[config.mk]
export PLATFORM = sky130hd
export DESIGN_NAME = psum_accum
export DESIGN_NICKNAME = d
export VERILOG_FILES = /design/src/rtl/cnn_pkg.sv /design/src/rtl/psum_requant.sv /design/src/rtl/psum_accum.sv
export SDC_FILE = /design/constraint.sdc
export NUM_CORES = 1
export LEC_CHECK = 0
export CAP_MARGIN = 10
export CELL_PAD_IN_SITES_DETAIL_PLACEMENT = 1
export CELL_PAD_IN_SITES_GLOBAL_PLACEMENT = 1
export CORE_UTILIZATION = 30
export DETAILED_ROUTE_END_ITERATION = 8
export DONT_BUFFER_PORTS = 1
export PLACE_DENSITY = 0.64
export REMOVE_ABC_BUFFERS = 1
export SLEW_MARGIN = 20
export SYNTH_ARGS = -nofsm -noshare
export SYNTH_HDL_FRONTEND = slang
export SYNTH_SLANG_ARGS = --single-unit
[constraint.sdc]
create_clock -name clk -period 21.1 [get_ports clk]
set_input_delay 3.165 -clock clk [delete_from_list [all_inputs] [get_ports clk]]
set_output_delay 3.165 -clock clk [all_outputs]
set_load 0.05 [all_outputs]
[src/rtl/cnn_pkg.sv]
// Shared constants and FSM state type for the CNN partial-sum datapath.
package cnn_pkg;

    localparam int PSUM_W = 25;
    localparam int ACC_W  = 32;
    localparam int OUT_W  = 8;

    typedef enum logic [1:0] {
        ST_IDLE  = 2'd0,
        ST_ACCUM = 2'd1,
        ST_EMIT  = 2'd2
    } accum_state_t;

endpackage

[src/rtl/psum_requant.sv]
// Combinational requantizer: round-half-up arithmetic shift, saturate to int8,
// optional ReLU when PSUM_ACCUM_RELU_EN is defined.
module psum_requant
    import cnn_pkg::*;
#(
    parameter int ACC_W = cnn_pkg::ACC_W
) (
    input  logic signed [ACC_W-1:0] acc,
    input  logic        [4:0]       shift,
    output logic signed [OUT_W-1:0] q
);

    localparam logic signed [ACC_W:0] Q_MAX = (ACC_W+1)'(127);
    localparam logic signed [ACC_W:0] Q_MIN = -(ACC_W+1)'(128);

    logic signed [ACC_W:0] rnd;
    logic signed [ACC_W:0] biased;
    logic signed [ACC_W:0] shifted;

    always_comb begin
        rnd = '0;
        if (shift != 5'd0)
            rnd = (ACC_W+1)'(1) << (shift - 5'd1);
        // one extra bit so the rounding term cannot wrap near the max value
        biased  = {acc[ACC_W-1], acc} + rnd;
        shifted = biased >>> shift;

        if (shifted > Q_MAX)
            q = 8'sd127;
        else if (shifted < Q_MIN)
            q = -8'sd128;
        else
            q = $signed(shifted[OUT_W-1:0]);

`ifdef PSUM_ACCUM_RELU_EN
        if (q < 0)
            q = '0;
`endif
    end

endmodule

[src/rtl/psum_accum.sv]
// Partial-sum accumulator: sums cfg_len signed psums onto a bias, then emits an
// int8 activation. Build option PSUM_ACCUM_RELU_EN clamps negative outputs to 0.
module psum_accum #(
    parameter int PSUM_W = 25,
    parameter int ACC_W  = 32,
    parameter int LEN_W  = 8
) (
    input  logic                     clk,
    input  logic                     rst_n,
    input  logic        [LEN_W-1:0]  cfg_len,
    input  logic signed [15:0]       cfg_bias,
    input  logic        [4:0]        cfg_shift,
    input  logic                     psum_valid,
    input  logic signed [PSUM_W-1:0] psum_in,
    output logic                     psum_ready,
    output logic                     out_valid,
    output logic signed [7:0]        out_data,
    input  logic                     out_ready,
    output logic                     busy,
    output logic                     sat_flag
);
    import cnn_pkg::*;

    localparam logic [LEN_W-1:0]        ONE     = LEN_W'(1);
    localparam logic signed [ACC_W-1:0] ACC_MAX = {1'b0, {(ACC_W-1){1'b1}}};
    localparam logic signed [ACC_W-1:0] ACC_MIN = {1'b1, {(ACC_W-1){1'b0}}};

    accum_state_t             state_q, state_d;
    logic signed [ACC_W-1:0]  acc_q, acc_d;
    logic        [LEN_W-1:0]  cnt_q, cnt_d, cnt_inc;
    logic        [LEN_W-1:0]  len_q, len_d;
    logic        [4:0]        shift_q, shift_d;
    logic signed [15:0]       bias_q, bias_d;
    logic                     sat_q, sat_d;
    logic signed [7:0]        out_data_q;
    logic signed [OUT_W-1:0]  rq_out;

    logic                     accept, first;
    logic signed [ACC_W-1:0]  add_a, add_b, sum_sat;
    logic        [ACC_W:0]    sum_w;
    logic                     ovf;

    assign psum_ready = (state_q != ST_EMIT);
    assign busy       = (state_q != ST_IDLE);
    assign out_valid  = (state_q == ST_EMIT);
    assign out_data   = out_data_q;
    assign sat_flag   = sat_q;

    assign accept  = psum_valid && psum_ready;
    assign first   = accept && (state_q == ST_IDLE);
    assign cnt_inc = cnt_q + ONE;

    // Config is captured only on the first beat; later edits wait for the next group.
    always_comb begin
        len_d   = len_q;
        shift_d = shift_q;
        bias_d  = bias_q;
        if (first) begin
            len_d   = (cfg_len == '0) ? ONE : cfg_len;
            shift_d = cfg_shift;
            bias_d  = cfg_bias;
        end
    end

    // Saturating add: the first beat starts from the bias, later beats from acc.
    always_comb begin
        add_a   = (state_q == ST_IDLE) ? ACC_W'(bias_d) : acc_q;
        add_b   = ACC_W'(psum_in);
        sum_w   = {add_a[ACC_W-1], add_a} + {add_b[ACC_W-1], add_b};
        ovf     = sum_w[ACC_W] ^ sum_w[ACC_W-1];
        sum_sat = ovf ? (sum_w[ACC_W] ? ACC_MIN : ACC_MAX) : $signed(sum_w[ACC_W-1:0]);
    end

    always_comb begin
        state_d = state_q;
        acc_d   = acc_q;
        cnt_d   = cnt_q;
        sat_d   = sat_q;
        case (state_q)
            ST_IDLE: begin
                if (accept) begin
                    acc_d   = sum_sat;
                    cnt_d   = ONE;
                    sat_d   = sat_q | ovf;
                    state_d = (len_d == ONE) ? ST_EMIT : ST_ACCUM;
                end
            end
            ST_ACCUM: begin
                if (accept) begin
                    acc_d = sum_sat;
                    cnt_d = cnt_inc;
                    sat_d = sat_q | ovf;
                    if (cnt_inc == len_q)
                        state_d = ST_EMIT;
                end
            end
            ST_EMIT: begin
                if (out_ready)
                    state_d = ST_IDLE;
            end
            default: state_d = ST_IDLE;
        endcase
    end

    // Requantize the value acc is about to take so out_data lands with out_valid.
    psum_requant #(.ACC_W(ACC_W)) u_requant (
        .acc   (acc_d),
        .shift (shift_d),
        .q     (rq_out)
    );

    always_ff @(posedge clk or negedge rst_n) begin
        if (!rst_n) begin
            state_q    <= ST_IDLE;
            acc_q      <= '0;
            cnt_q      <= '0;
            len_q      <= '0;
            shift_q    <= '0;
            bias_q     <= '0;
            sat_q      <= 1'b0;
            out_data_q <= '0;
        end else begin
            state_q <= state_d;
            acc_q   <= acc_d;
            cnt_q   <= cnt_d;
            len_q   <= len_d;
            shift_q <= shift_d;
            bias_q  <= bias_d;
            sat_q   <= sat_d;
            if (state_d == ST_EMIT && state_q != ST_EMIT)
                out_data_q <= 8'(rq_out);
        end
    end

endmodule
==> flow_summary.toml <==
# physical design summary
[routing]
route.met3.wl_um = 1600
top_layer = "met4"
post_drt_wl_per_cell_um = 20.6
number_of_remaining_drc_errors = 0
detailroute.wirelength.met2_um = 16700
drtAntennaViolNets = 0
dr.first_iter.drc_count = 600
drt-met1-wl_um = 16100
vias_per_cell = 5.87
drt_pre_antenna_iters = 7
drt_wl_total_um = 35000
vias = 9982

[synth]
synthDominantAreaCellType = "sky130_fd_sc_hd__dfrtp_1"
yosys.area_share.simple = 0.220
number_of_warnings_reported_in_the_yosys_synthesis_log = 0
ys_async_sr_fraction = 1.00
synth.area.mux_share = 0.0631
synthesis.instances = 1308
synth.yosys.chip_area_um2 = 9830
numSynthFlops = 80
yosys.area_share.adder = 0.0899
synthAoiAreaFrac = 0.326
dominant_kind_of_combinational_cell = "AND-OR/OR-AND gates"
yosys-top-cells-area = "sky130_fd_sc_hd__dfrtp_1 (20%), sky130_fd_sc_hd__ha_1 (8.3%), sky130_fd_sc_hd__nor2_1 (6.8%)"
synth_area_um2 = 9830
synth-cells-yosys = 1308
synth-edff-count = 0
synth_area_per_cell_um2 = 7.52
yosysSeqAreaShare = 0.204
ys.flop_type = "sky130_fd_sc_hd__dfrtp_1"
netlist.area_leader.share = 0.204
yosys.cell_types.count = 93
synth.cells.most_frequent = "sky130_fd_sc_hd__nor2_1 (179), sky130_fd_sc_hd__nand2_1 (129), sky130_fd_sc_hd__a21oi_1 (102)"
synth.cellmix.xorXnorShare = 0.0568
most_common_cell = "sky130_fd_sc_hd__nor2_1"

[cells_and_area]
nMultiInputCombCells = 1131
largest_register_ffs = 32
inv_count = 23
layout.nonclk_buf_frac = 0.0106
regArea_um2 = 2000
antennaDiodeCount = 0
filler_cell_count = 3918
post_route_cells_drive_above_1_share = 0.0814
clkbuf_count = 9
combGateArea_um2 = 7490
final_layout_top_logic_cells = "sky130_fd_sc_hd__nor2_1 (178), sky130_fd_sc_hd__nand2_1 (129), sky130_fd_sc_hd__a21oi_1 (102), sky130_fd_sc_hd__o21ai_0 (97), sky130_fd_sc_hd__dfrtp_1 (80)"
area_share_clock_buf_inv = 0.0347
registers.top_by_ff_count = "acc_q"
final.signal_buffer_count = 15
biggestRegsByFlops = "acc_q (32), bias_q (16)"
num-nets-final = 1385
top_area_cell_class = "combinational gates"
growth_of_design_area_from_synthesis_to_finish_pct = 7.87

[setup_path]
worstSetupStartpointType = "input port"
worstRegToRegCells = 33
crit-reg2reg-launch = "state_q[0]$_DFF_PN0_"
cpMaxStageDelayCell = "sky130_fd_sc_hd__o21ai_1"
timing.critical_path.arrival_ns = 12.77
timing.rr.end = "out_data[3]$_DFFE_PN0P_"
worst_path_fanout_max = 17
timing.reg2reg.setup_slack_ns = 10.27
timing_worst_setup_path_type = "in2reg"
crit_path_end = "out_data[3]$_DFFE_PN0P_"
required_ns = 21.36
critical_path_cell_count = 32
end_kind = "register"
critical_path.startpoint = "psum_valid"
total_buffers_and_inverters_traversed_by_the_critical_path = 1
max_stage_delay_on_crit_path_ns = 0.90
worst_path_dominant_cell_family = "AND-OR/OR-AND gates"

[job]
warning_count = 25
max_cap_violations = 0

[hold_path]
min_from = "bias_q[1]$_DFF_PN0_"
whs_endpoint = "bias_q[1]$_DFF_PN0_"
worstHoldPathCells = 1
hold_class = "reg2reg"

[sta]
setup-tns-final_ns = 0
relative_max_transition_margin = 0.299
fin_ws_ns = 8.59
report.final.setup_viol = 0
timing_worst_slew_pin_value_ns = 1.04
fin_hold_ws_ns = 0.495
finalHoldViolCount = 0
fin_crit_ns = 12.51
fmax_mhz = 80.0
grt_setup_unrepaired = "false"
drv_slew = 0
post-route-period-util = 0.593

[global_routing]
first_global_vias = 10100
globalRouteOverflowTotal = 0
global_route.peak_usage_layer = "met2"
met1_usage_grt = 0.280
grt_antenna_before_repair = 0
gr-usage-all-layers = 0.214
global_route_wire_length_before_repair_um = 56500
grt.met3_usage = 0.0369
grt_max_degree = 81
grt_util_met2 = 0.360

[clock_tree]
post-cts-setup-buffer-count = 0
cts_resized = 0
cts_htree_levels = 3
max-clock-path-buffers = 2
cts_tree = "built"
cts.sink_count = 80
path_clk_slew_ns = 0.07
postCtsHoldBufs = 0
cts_root_buffer = "sky130_fd_sc_hd__clkbuf_16"

[floorplan]
chipWidth_um = 183
die.size.y_um = 183
initial_utilization = 0.308
chipArea_um2 = 33500
tap_cells = 435
i_o_pins = 70

[place]
numPortBuffers = 0
dp_worst_setup_slack_ns = 8.24
place_hpwl_um = 27100
gp_congestion = 0.895
place.detailed.instances = 1684
placedInstanceArea_um2 = 10200

[status]
outcome = "finished clean"
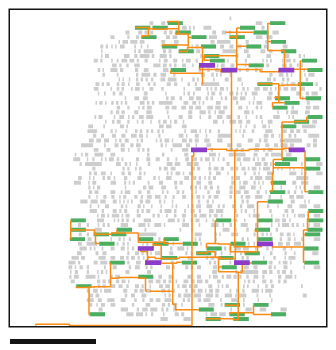
**Above:** routed clock nets over the placement.
The bar under the picture is 50 um long.
purple -> clock-net drivers  # count 9
green -> flip-flops  # count 80
orange -> clock wires  # length 1530 um
routed clock nets = 10
maximum clock skew at final layout: 0.0136 ns
clk_lat worst skew: 0.37 ns

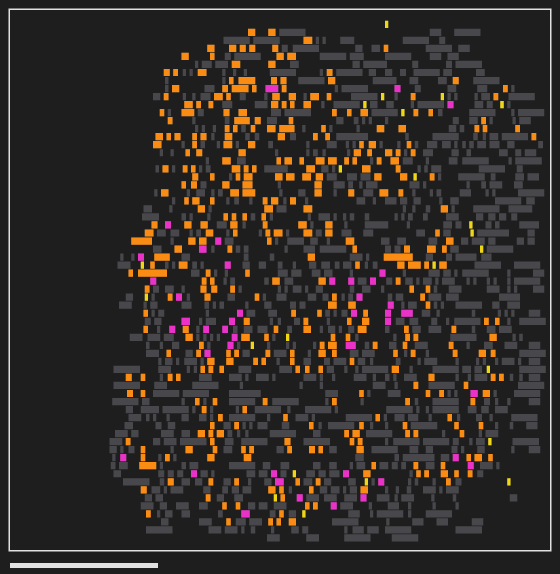
**Above:** logic cells by family.
The bar under the picture is 50 um long.
yellow -> inv cells  # cells 23
magenta -> and/or cells  # cells 43
orange -> aoi and oai cells  # cells 366
top logic cell by instance count in the layout: sky130_fd_sc_hd__nor2_1
Final Non-Filler Cells: 1700
Comb area share: 0.706

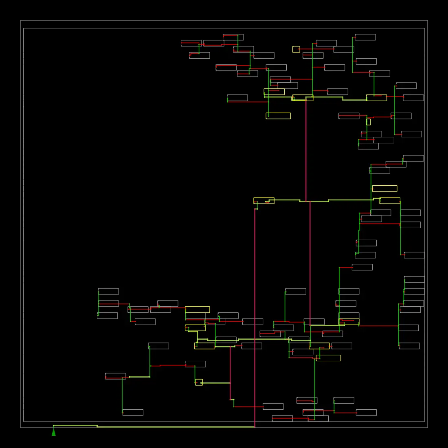
**Above:** the clock network.
flop count: 80
number of buffers added by the clock tree synthesis step: 9

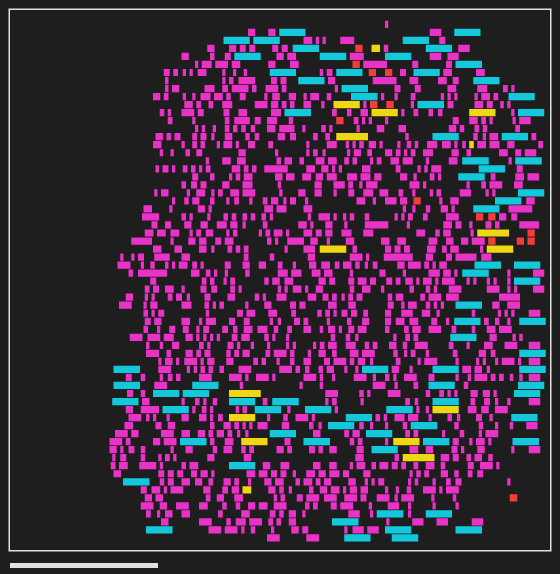
**Above:** placement by cell class.
The bar under the picture is 50 um long.
cyan -> sequential cells  # cells 80
magenta -> remaining logic cells  # cells 1154
yellow -> clock drivers and dummy loads  # cells 16
red -> remaining buffers and delay cells  # cells 15
register fraction of the total cell area: 0.189
final cell utilization of the core: 0.333
area of the core: 31900 um2
Post-Layout Inst Area: 10600 um2
# rows: 65

